`src/rtl/ram_dma_pkg.sv`:
```
// Shared types and default sizes for the ram_dma block-copy engine.
package ram_dma_pkg;

  localparam int DEF_ADDR_WIDTH = 14;
  localparam int DEF_DATA_WIDTH = 32;
  localparam int RAM_WORDS      = 32'd1 << DEF_ADDR_WIDTH;

  typedef enum logic [2:0] {
    ST_IDLE  = 3'd0,
    ST_READ  = 3'd1,
    ST_WRITE = 3'd2,
    ST_DONE  = 3'd3,
    ST_ERR   = 3'd4
  } state_e;

endpackage

```
`src/rtl/ram_dma_range_check.sv`:
```
// Combinational request qualifier for ram_dma: zero length, range fit, and
// (with DMA_OVERLAP_EN) whether a forward-overlapping copy must run descending.
module ram_dma_range_check
  import ram_dma_pkg::*;
#(
  parameter int ADDR_WIDTH = DEF_ADDR_WIDTH,
  parameter int LEN_WIDTH  = ADDR_WIDTH + 1
) (
  input  logic [ADDR_WIDTH-1:0] src,
  input  logic [ADDR_WIDTH-1:0] dst,
  input  logic [LEN_WIDTH-1:0]  length,
  output logic                  in_range,
  output logic                  is_zero
`ifdef DMA_OVERLAP_EN
  ,
  output logic                  descending
`endif
);

  // One extra bit so src+length never wraps, even for the largest length.
  localparam int SUM_WIDTH = LEN_WIDTH + 1;
  localparam logic [SUM_WIDTH-1:0] LIMIT = {{(SUM_WIDTH-1){1'b0}}, 1'b1} << ADDR_WIDTH;

  logic [SUM_WIDTH-1:0] src_end_s;
  logic [SUM_WIDTH-1:0] dst_end_s;

  // Qualify the request; a copy ending exactly at the top word is legal.
  always_comb begin
    src_end_s = SUM_WIDTH'(src) + SUM_WIDTH'(length);
    dst_end_s = SUM_WIDTH'(dst) + SUM_WIDTH'(length);
    is_zero   = (length == {LEN_WIDTH{1'b0}});
    if ((src_end_s > LIMIT) || (dst_end_s > LIMIT)) begin
      in_range = 1'b0;
    end else begin
      in_range = 1'b1;
    end
`ifdef DMA_OVERLAP_EN
    if ((dst > src) && (SUM_WIDTH'(dst) < src_end_s)) begin
      descending = 1'b1;
    end else begin
      descending = 1'b0;
    end
`endif
  end

endmodule

```
`src/rtl/ram_dma.sv`:
```
// ram_dma: single-port RAM block-copy engine, one READ and one WRITE cycle per word.
// Define DMA_OVERLAP_EN for memmove semantics (descending copy on forward overlap).
module ram_dma
  import ram_dma_pkg::*;
#(
  parameter int ADDR_WIDTH = DEF_ADDR_WIDTH,
  parameter int DATA_WIDTH = DEF_DATA_WIDTH,
  parameter int LEN_WIDTH  = ADDR_WIDTH + 1
) (
  input  logic                  Clock,
  input  logic                  Reset,
  input  logic                  Start,
  input  logic [ADDR_WIDTH-1:0] SrcAddr,
  input  logic [ADDR_WIDTH-1:0] DstAddr,
  input  logic [LEN_WIDTH-1:0]  Length,
  input  logic                  Abort,
  output logic                  Busy,
  output logic                  Done,
  output logic                  Error,
  output logic [ADDR_WIDTH-1:0] MemAddress,
  output logic                  MemWrite,
  output logic [DATA_WIDTH-1:0] MemWriteData,
  input  logic [DATA_WIDTH-1:0] MemReadData
);

  localparam logic [ADDR_WIDTH-1:0] ADDR_ONE  = {{(ADDR_WIDTH-1){1'b0}}, 1'b1};
  localparam logic [ADDR_WIDTH-1:0] ADDR_ZERO = {ADDR_WIDTH{1'b0}};
  localparam logic [LEN_WIDTH-1:0]  LEN_ONE   = {{(LEN_WIDTH-1){1'b0}}, 1'b1};
  localparam logic [LEN_WIDTH-1:0]  LEN_ZERO  = {LEN_WIDTH{1'b0}};
  localparam logic [DATA_WIDTH-1:0] DATA_ZERO = {DATA_WIDTH{1'b0}};

  state_e                state_r;
  logic [ADDR_WIDTH-1:0] src_ptr_r;
  logic [ADDR_WIDTH-1:0] dst_ptr_r;
  logic [ADDR_WIDTH-1:0] mem_addr_r;
  logic [LEN_WIDTH-1:0]  remaining_r;
  logic [DATA_WIDTH-1:0] data_r;
  logic                  desc_r;
  logic                  busy_r;
  logic                  done_r;
  logic                  error_r;
  logic                  mem_write_r;

  logic                  in_range_s;
  logic                  is_zero_s;
  logic                  desc_s;
  logic [ADDR_WIDTH-1:0] span_s;
  logic [ADDR_WIDTH-1:0] first_src_s;
  logic [ADDR_WIDTH-1:0] first_dst_s;
  logic [ADDR_WIDTH-1:0] next_src_s;
  logic [ADDR_WIDTH-1:0] next_dst_s;

  ram_dma_range_check #(
    .ADDR_WIDTH (ADDR_WIDTH),
    .LEN_WIDTH  (LEN_WIDTH)
  ) u_range_check (
    .src        (SrcAddr),
    .dst        (DstAddr),
    .length     (Length),
    .in_range   (in_range_s),
    .is_zero    (is_zero_s)
`ifdef DMA_OVERLAP_EN
    ,
    .descending (desc_s)
`endif
  );

`ifdef DMA_OVERLAP_EN
`else
  assign desc_s = 1'b0;
`endif

  // Start pointers (last word of each range when descending) and per-word step.
  always_comb begin
    span_s = Length[ADDR_WIDTH-1:0] - ADDR_ONE;
    if (desc_s) begin
      first_src_s = SrcAddr + span_s;
      first_dst_s = DstAddr + span_s;
    end else begin
      first_src_s = SrcAddr;
      first_dst_s = DstAddr;
    end
    if (desc_r) begin
      next_src_s = src_ptr_r - ADDR_ONE;
      next_dst_s = dst_ptr_r - ADDR_ONE;
    end else begin
      next_src_s = src_ptr_r + ADDR_ONE;
      next_dst_s = dst_ptr_r + ADDR_ONE;
    end
  end

  // Copy sequencer; every RAM-side output is prepared one cycle ahead.
  always_ff @(posedge Clock) begin
    if (Reset) begin
      state_r     <= ST_IDLE;
      src_ptr_r   <= ADDR_ZERO;
      dst_ptr_r   <= ADDR_ZERO;
      mem_addr_r  <= ADDR_ZERO;
      remaining_r <= LEN_ZERO;
      data_r      <= DATA_ZERO;
      desc_r      <= 1'b0;
      busy_r      <= 1'b0;
      done_r      <= 1'b0;
      error_r     <= 1'b0;
      mem_write_r <= 1'b0;
    end else begin
      case (state_r)
        ST_IDLE: begin
          if (Start) begin
            if (is_zero_s) begin
              state_r <= ST_DONE;
              done_r  <= 1'b1;
            end else if (!in_range_s) begin
              state_r <= ST_ERR;
              error_r <= 1'b1;
            end else begin
              state_r     <= ST_READ;
              src_ptr_r   <= first_src_s;
              dst_ptr_r   <= first_dst_s;
              remaining_r <= Length;
              desc_r      <= desc_s;
              busy_r      <= 1'b1;
              mem_addr_r  <= first_src_s;
            end
          end else begin
            state_r <= ST_IDLE;
          end
        end
        ST_READ: begin
          if (Abort) begin
            state_r    <= ST_IDLE;
            busy_r     <= 1'b0;
            mem_addr_r <= ADDR_ZERO;
          end else begin
            state_r     <= ST_WRITE;
            data_r      <= MemReadData;
            mem_addr_r  <= dst_ptr_r;
            mem_write_r <= 1'b1;
          end
        end
        ST_WRITE: begin
          mem_write_r <= 1'b0;
          data_r      <= DATA_ZERO;
          if (Abort) begin
            state_r    <= ST_IDLE;
            busy_r     <= 1'b0;
            mem_addr_r <= ADDR_ZERO;
          end else begin
            src_ptr_r   <= next_src_s;
            dst_ptr_r   <= next_dst_s;
            remaining_r <= remaining_r - LEN_ONE;
            if (remaining_r == LEN_ONE) begin
              state_r    <= ST_DONE;
              done_r     <= 1'b1;
              busy_r     <= 1'b0;
              mem_addr_r <= ADDR_ZERO;
            end else begin
              state_r    <= ST_READ;
              mem_addr_r <= next_src_s;
            end
          end
        end
        ST_DONE: begin
          state_r <= ST_IDLE;
          done_r  <= 1'b0;
        end
        ST_ERR: begin
          state_r <= ST_IDLE;
          error_r <= 1'b0;
        end
        default: begin
          state_r     <= ST_IDLE;
          mem_addr_r  <= ADDR_ZERO;
          data_r      <= DATA_ZERO;
          busy_r      <= 1'b0;
          done_r      <= 1'b0;
          error_r     <= 1'b0;
          mem_write_r <= 1'b0;
        end
      endcase
    end
  end

  assign Busy         = busy_r;
  assign Done         = done_r;
  assign Error        = error_r;
  assign MemAddress   = mem_addr_r;
  assign MemWriteData = data_r;
  // A write presented while Reset is high must not reach the RAM.
  assign MemWrite     = mem_write_r & ~Reset;

endmodule

```
`config.mk`:
```
export PLATFORM = sky130hd
export DESIGN_NAME = ram_dma
export DESIGN_NICKNAME = d
export VERILOG_FILES = /design/src/rtl/ram_dma_pkg.sv /design/src/rtl/ram_dma_range_check.sv /design/src/rtl/ram_dma.sv
export SDC_FILE = /design/constraint.sdc
export NUM_CORES = 1
export LEC_CHECK = 0
export ABC_AREA = 1
export CORE_ASPECT_RATIO = 1.2
export CORE_MARGIN = 2
export CORE_UTILIZATION = 45
export CTS_BUF_LIST = sky130_fd_sc_hd__clkbuf_8
export DETAILED_ROUTE_END_ITERATION = 6
export HOLD_SLACK_MARGIN = 0.06
export MAX_ROUTING_LAYER = met4
export PLACE_DENSITY = 0.82
export SETUP_SLACK_MARGIN = 0.2
export SYNTH_ARGS = -nofsm -noshare
export SYNTH_HDL_FRONTEND = slang
export SYNTH_SLANG_ARGS = --single-unit
```
`constraint.sdc`:
```
create_clock -name Clock -period 2.6 [get_ports Clock]
set_clock_uncertainty 0.05 [all_clocks]
set_input_delay 0.39 -clock Clock [delete_from_list [all_inputs] [get_ports Clock]]
set_output_delay 0.39 -clock Clock [all_outputs]
set_load 0.05 [all_outputs]
```
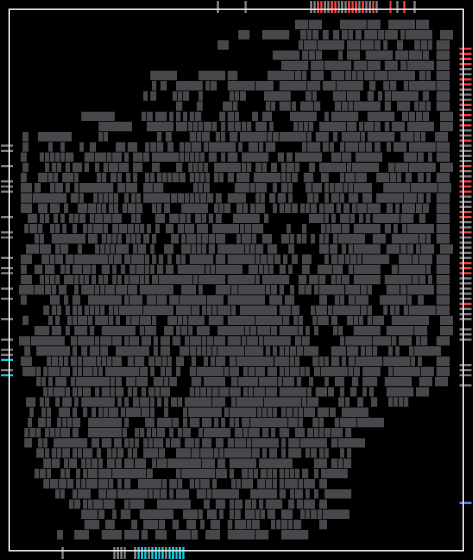
Figure 1: I/O pins on the die edge.
Pins as bars across the die edge, other pins in grey.
colour	port	pins	direction	edge
red	`MemReadData`	32	input	21 right, 11 top
blue	`Clock`	1	input	right
cyan	`DstAddr`	14	input	12 bottom, 2 left
all pins by edge	62 right, 26 top, 21 left, 20 bottom
Die Wd: 121 um
die y size: 144 um

==> summary.txt <==
flow finished, numbers: tool warnings=30, initial antenna violation count=0, largest cell class by area=multi-input combinational cells, Syn Area/Cell=5.98 um^2, logic share of the area=0.499, first-pass GRT wire length=39.3 mm, core area=16100 um^2, pin count of the biggest net entering global routing=62, CP arrival=2830 ps, Final WS setup=49.4 ps, crit path to=dst_ptr_r[9], async set-reset flop share out of synthesis=0, WS Path Type=input port to flip-flop, utilization after layout=0.661, GR Util All Layers=0.288, 1st-pass router iterations=7, DRC viols=2, Max clock buf depth=2, max FFs per register=32, Logic Gate Count=942, Bufs and invs on worst path=6, I/O pin count=129, GR Util met1=0.338, Hold Fails Final Rpt=0, Flop Count=96, max-cap viol count=0, Hold Path Stages=6, adder and majority gate portion of the synthesized area=0.0600, Clock power frac=0.215, Top delay family on crit path=simple AND/OR/NAND/NOR gates, met3 wire len=1.77 mm, met2 Resource Use GR=0.484, placed insts=1618, via count=8857, vias in the first global route=8254, Metal-1 WL=10.4 mm, Dominant Register Cell=dfxtp_1, yosys stat chip area=7340 um^2, Slew @ Worst Pin=671 ps, outcome=finished, violations left, violated checks=design-rule violations, worst r2r src=dst_ptr_r[0]
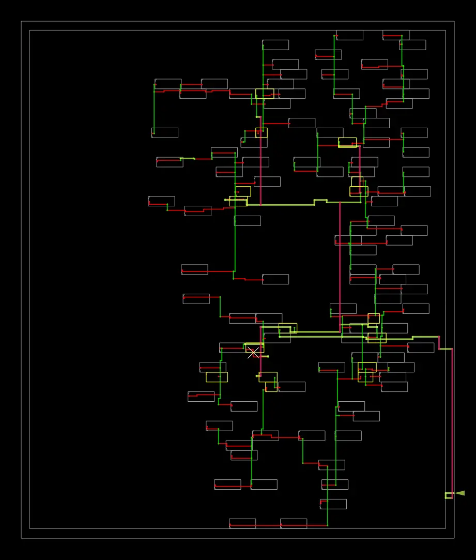
Figure 2: clock wiring as the flow saved it.
Num Clock Sinks: 96
clock-net power: 999 uW
Num CTS Buffers: 9

No activity file was given, so power comes from the tool's default toggle rates.
